Fig. 1: local utilization
The die is cut into 27 by 27 equal tiles; dark blue is low, red is high, 0 to 100% covered.
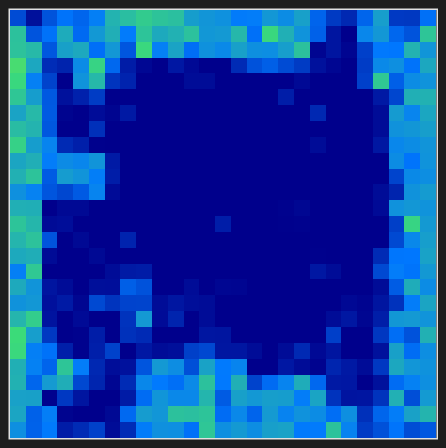
Fig. 2: wires at chosen ports, followed through buffers
(1 px per um)
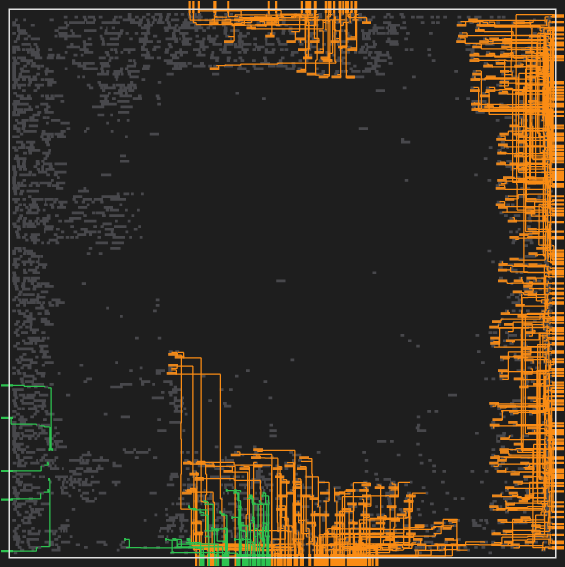
Fig. 3: metal 1
(1 px per um) Supply wires on this layer in grey. Cells faint in the background.
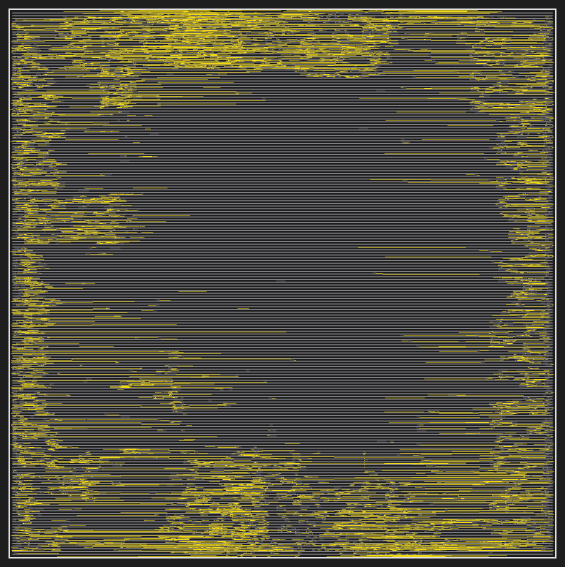
Fig. 4: placement view
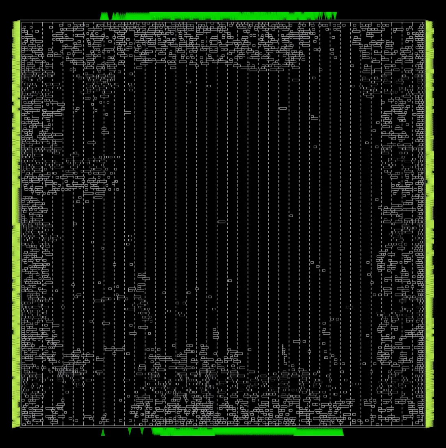
<file path="config.mk">
export PLATFORM = sky130hd
export DESIGN_NAME = mem_arbiter
export DESIGN_NICKNAME = d
export VERILOG_FILES = /design/src/rtl/mem_arbiter.sv
export SDC_FILE = /design/constraint.sdc
export NUM_CORES = 1
export LEC_CHECK = 0
export CAP_MARGIN = 20
export CORE_AREA = 2 2 543 545
export DETAILED_ROUTE_END_ITERATION = 8
export DIE_AREA = 0 0 545 547
export PLACE_DENSITY = 0.3
export SETUP_SLACK_MARGIN = 0.3
export SLEW_MARGIN = 5
export SYNTH_ARGS = -nofsm -noshare
export SYNTH_HDL_FRONTEND = slang
export SYNTH_SLANG_ARGS = --single-unit
export TNS_END_PERCENT = 50
</file>
<file path="constraint.sdc">
create_clock -name clk -period 1.9 [get_ports clk]
set_clock_uncertainty 0.05 [all_clocks]
set_input_delay 0.285 -clock clk [delete_from_list [all_inputs] [get_ports clk]]
set_output_delay 0.285 -clock clk [all_outputs]
set_load 0.03 [all_outputs]
</file>
<file path="src/rtl/mem_arbiter.sv">
// Two-client cacheline arbiter: serialises I-cache reads and D-cache reads/write-backs
// onto one L2 port with round-robin fairness and returns the L2 response to the grantee.
module mem_arbiter #(
  parameter int ADDR_W = 32,
  parameter int LINE_W = 256
) (
  input  logic              clk,
  input  logic              rst_n,
  input  logic              i_read,
  input  logic [ADDR_W-1:0] i_addr,
  output logic [LINE_W-1:0] i_rdata,
  output logic              i_resp,
  input  logic              d_read,
  input  logic              d_write,
  input  logic [ADDR_W-1:0] d_addr,
  input  logic [LINE_W-1:0] d_wdata,
  output logic [LINE_W-1:0] d_rdata,
  output logic              d_resp,
  output logic              l2_read,
  output logic              l2_write,
  output logic [ADDR_W-1:0] l2_addr,
  output logic [LINE_W-1:0] l2_wdata,
  input  logic [LINE_W-1:0] l2_rdata,
  input  logic              l2_resp
);

  typedef enum logic [1:0] {IDLE, BUSY, RESP} state_e;
  typedef enum logic {GRANT_I = 1'b0, GRANT_D = 1'b1} grant_e;

  state_e              state_q;
  grant_e              grantee_q;
  grant_e              last_grant_q;
  logic                l2_read_q;
  logic                l2_write_q;
  logic [ADDR_W-1:0]   l2_addr_q;
  logic [LINE_W-1:0]   l2_wdata_q;
  logic [LINE_W-1:0]   rdata_q;
  logic                i_resp_q;
  logic                d_resp_q;

  logic                d_pend;
  logic                any_pend;
  grant_e              grant_d;

  // Only one side pending wins outright; a tie goes to the side not served last.
  always_comb begin
    d_pend   = d_read | d_write;
    any_pend = i_read | d_pend;
    grant_d  = GRANT_D;
    if (i_read && d_pend) begin
      grant_d = (last_grant_q == GRANT_D) ? GRANT_I : GRANT_D;
    end else if (i_read) begin
      grant_d = GRANT_I;
    end
  end

  always_ff @(posedge clk or negedge rst_n) begin
    if (!rst_n) begin
      state_q      <= IDLE;
      grantee_q    <= GRANT_D;
      last_grant_q <= GRANT_D;
      l2_read_q    <= 1'b0;
      l2_write_q   <= 1'b0;
      l2_addr_q    <= '0;
      l2_wdata_q   <= '0;
      rdata_q      <= '0;
      i_resp_q     <= 1'b0;
      d_resp_q     <= 1'b0;
    end else begin
      i_resp_q <= 1'b0;
      d_resp_q <= 1'b0;
      case (state_q)
        IDLE: begin
          if (any_pend) begin
            grantee_q    <= grant_d;
            last_grant_q <= grant_d;
            state_q      <= BUSY;
            if (grant_d == GRANT_I) begin
              l2_read_q  <= 1'b1;
              l2_write_q <= 1'b0;
              l2_addr_q  <= i_addr;
              l2_wdata_q <= '0;
            end else begin
              // A write request dominates; read+write together is issued as a write.
              l2_read_q  <= ~d_write;
              l2_write_q <= d_write;
              l2_addr_q  <= d_addr;
              l2_wdata_q <= d_wdata;
            end
          end
        end
        BUSY: begin
          if (l2_resp) begin
            l2_read_q  <= 1'b0;
            l2_write_q <= 1'b0;
            if (l2_read_q) begin
              rdata_q <= l2_rdata;
            end
            if (grantee_q == GRANT_I) begin
              i_resp_q <= 1'b1;
            end else begin
              d_resp_q <= 1'b1;
            end
            state_q <= RESP;
          end
        end
        RESP: begin
          state_q <= IDLE;
        end
        default: begin
          state_q <= IDLE;
        end
      endcase
    end
  end

  assign l2_read  = l2_read_q;
  assign l2_write = l2_write_q;
  assign l2_addr  = l2_addr_q;
  assign l2_wdata = l2_wdata_q;
  assign i_rdata  = rdata_q;
  assign d_rdata  = rdata_q;
  assign i_resp   = i_resp_q;
  assign d_resp   = d_resp_q;

endmodule

</file>
==> flow_summary_export.csv <==
group,metric,value,unit
global_route,met2_usage,0.189,
placement,post-place-cells,6646,
sta,rsz0062_at_grt,"yes",
placement,gp_congestion,0.797,
logic_synthesis,synthTopCellsByArea,"dfrtp_1, mux2_2, a22o_1",
layout,final_util,0.155,
outcome,status,"complete, no violations",
critical_path,r2r_end,"l2_wdata[80]",
logic_synthesis,syn_area,22400,um2
layout,drive_above_1_share,0.494,
critical_path,path_class,"flop to flop",
logic_synthesis,yosys.cell_types.count,27,
drt,first_pass_iters,5,
global_route,grt_pass1_wl,227000,um
sta,drv_slew,0,
layout,lay_top_count,"clkdlybuf4s50_1",
clock_network,clkLatencyLatePin,760,ps
logic_synthesis,ys_seq_frac,0.615,
drt,drc_errors,0,
run,drv_cap,0,
sta,worst_pin_slew,589,ps
run,warnings,29,
critical_path,cp_top_family,"buffers and inverters",
global_route,grt_max_degree,77,
clock_network,clockRootBuffer,"clkbuf_16",
global_route,first_global_vias,20916,
power,p_leak,18.8,nW
critical_path,cp_cell_sequence,"buf_4 > a2111oi_4 > buf_6 > clkbuf_16 > clkbuf_16 > a22o_1",
clock_network,cts_tree,"yes",
global_route,grt.busiest_layer,"met2",
logic_synthesis,synth_dominant_cell_count,"dfrtp_1",
critical_path,slowest_stage,"dfrtp_1",
logic_synthesis,logic_family,"multiplexers",
logic_synthesis,yosys_cells,1575,
power,powerDensity,2050,nW/um2
logic_synthesis,postSynthCellCount,1575,
logic_synthesis,top_area_frac,0.613,
global_route,grtUsageMet3,0.0621,
global_route,gr-usage-all-layers,0.116,
clock_network,cts.clk_slew.worst_paths,50,ps
drt,vias,19893,
critical_path,max_stage_delay,380,ps
min_path,hold_start,"d_addr[27]",
clock_network,cts_max_path_buffers,4,
placement,hpwlAfterDp,154000,um
logic_synthesis,yosys_area,22400,um2
critical_path,path_common_cell,"clkbuf_16",
clock_network,numCtsBuffers,82,
logic_synthesis,synth.mux.area_fraction,0.128,
drt,wl,183000,um
critical_path,crit_required,2520,ps
min_path,min_to,"l2_addr[27]",
sta,finalCriticalPeriod,1850,ps
drt,m1WireLength,69700,um
logic_synthesis,edf_count,0,
logic_synthesis,synth-main-ff-cell,"dfrtp_1",
sta,finalSetupViolCount,0,
layout,instances_no_fill,7027,
sta,hold_violations,0,
layout,n_fill_cell,32603,
floorplan,fp.dieW,545,um
drt,top_layer,"met5",
critical_path,worst-path-max-fanout,9,
placement,place_ws,-427,ps
min_path,whs_path_depth,3,
layout,final_area,45300,um2
global_route,gr-total-overflow,0,
sta,finalWorstSetupSlack,46.1,ps
clock_network,htree_levels,3,
drt,drt_iter0_drc,771,
logic_synthesis,synth-xor-area-share,0,
drt,antenna_left,0,
layout,fin_nets,3597,
global_route,antenna_found_initial,108,
critical_path,cp.arrival,2470,ps
drt,wl_per_cell,26.1,um
drt,dr_wl_met2,84000,um
logic_synthesis,synth_area_per_cell,14.2,um2
logic_synthesis,yosys-top-cells-count,"dfrtp_1, buf_4, a22o_1, mux2_2, o21ai_0",
logic_synthesis,ys_sh_simple,0.00993,
sta,relSlewSlack,0.606,
critical_path,timing.critical_path.buf_inv,4,
power,ir_drop,1.08,mV
logic_synthesis,synth-async-reset-ratio,1.00,
floorplan,dieHeight,547,um
logic_synthesis,ys_sh_adder,0,
layout,synthToLayoutAreaGrowth,102,%
sta,fin_crit_sh,0.976,
floorplan,rows,199,
min_path,min_path_type,"input port to flop",
logic_synthesis,aoi_share,0.127,
critical_path,cp-start-kind,"flop",
floorplan,initCoreUtil,0.0767,
logic_synthesis,synth-seq-cells,551,
sta,fmax,539,MHz
logic_synthesis,synth_nets,2157,
global_route,met1_usage,0.130,
logic_synthesis,yosysTopAreaCell,"dfrtp_1",
floorplan,core-area,293000,um2
critical_path,reg2reg_depth,6,
drt,dr_wl_met3,22800,um
critical_path,rrSetupSlack,50,ps
critical_path,r2r-start,"state_q[1]",
placement,placed_area,39500,um2
drt,vias_per_cell,2.83,
floorplan,die_area,298000,um2
layout,final_cell_mix,"clkdlybuf4s50_1, buf_6, dfrtp_1",
logic_synthesis,yosys_warnings,0,
clock_network,clock_sinks,551,
critical_path,cp-end-kind,"flop",
## Picture notes: Fig. 1
- emptiest ninth of the die: middle
- nearly empty tiles: 42%
- densest ninth of the die: top left
- fullest tile: 52%
- mean over tiles: 14%

## Picture notes: Fig. 2
- orange: d_rdata (direction output; edge 153 right, 76 bottom, 27 top; end cells 256; buffers 259; wire 25.7 mm)
- green: d_addr (direction input; edge 27 bottom, 5 left; end cells 32; buffers 47; wire 1,920 um)
IO Pins: 1,386
IO Port Bufs: 1,385

## Picture notes: Fig. 3
- nets with wire on the layer: 2,967
- longest straight run: 269 um

## Picture notes: Fig. 4
sequential share of cell area: 0.308
Flops: 551

power breakdown:
part | switching, mW | total (mW) | leakage (nW) | internal [mW]
clock | 6.12 | 15.3 | 1.28 | 9.13
sequential | 6.98 | 24.6 | 6.61 | 17.6
combinational | 30.5 | 53.1 | 10.9 | 22.5
cell type report:
class                           instances  area [um2]  share of cell area
Antenna cell                           38        95.1             0.00210
Clock buffer                          118        2360              0.0521
Clock inverter                         21         249             0.00550
Inverter                                2        7.51            0.000166
Multi-Input combinational cell        658        6010               0.133
Sequential cell                       551       14000               0.308
Tap cell                             3919        4900               0.108
Timing Repair Buffer                 1720       17700               0.390
flip-flops by register name, summed over array words and instances, names as in the netlist, 2 cells and up:
name,count
d_rdata,256
l2_addr,32
l2_wdata,256
state_q,2
timing repair:
item	in CTS	in global routing
endpoints found under the setup margin	1338	1340
resized	3538	988
buffers inserted	25	25
pin swaps	0	11
endpoints found under the hold margin	647	0
cloned	0	7
hold buffers	147	0
worst max-delay path by stage:
stage                 from            end  slack, ps  cells after the start
6_report        state_q[1]   l2_wdata[80]         50                      6
3_3_place_gp       d_write   l2_wdata[98]       -380                      5
5_1_grt         state_q[1]  l2_wdata[216]         -4                      6
2_1_floorplan   state_q[1]   d_rdata[100]        320                      6
4_1_cts        d_rdata[62]    d_rdata[62]        -50                      1
3_5_place_dp       d_write    l2_addr[13]       -430                      7
per-stage QoR:
step / setup TNS (ps) / hold slack (ps) / total power, mW
after floorplan: 0 / -60.6 / 50.3
after global placement: -151120 / 195 / 74.8
after detailed placement: -152520 / 199 / 74.8
after CTS: -3850 / 0.286 / 92.1
after global routing: -4.35 / 24.9 / 97.5
final: 0 / 89.9 / 92.9
Power and IR drop assume default switching activity.
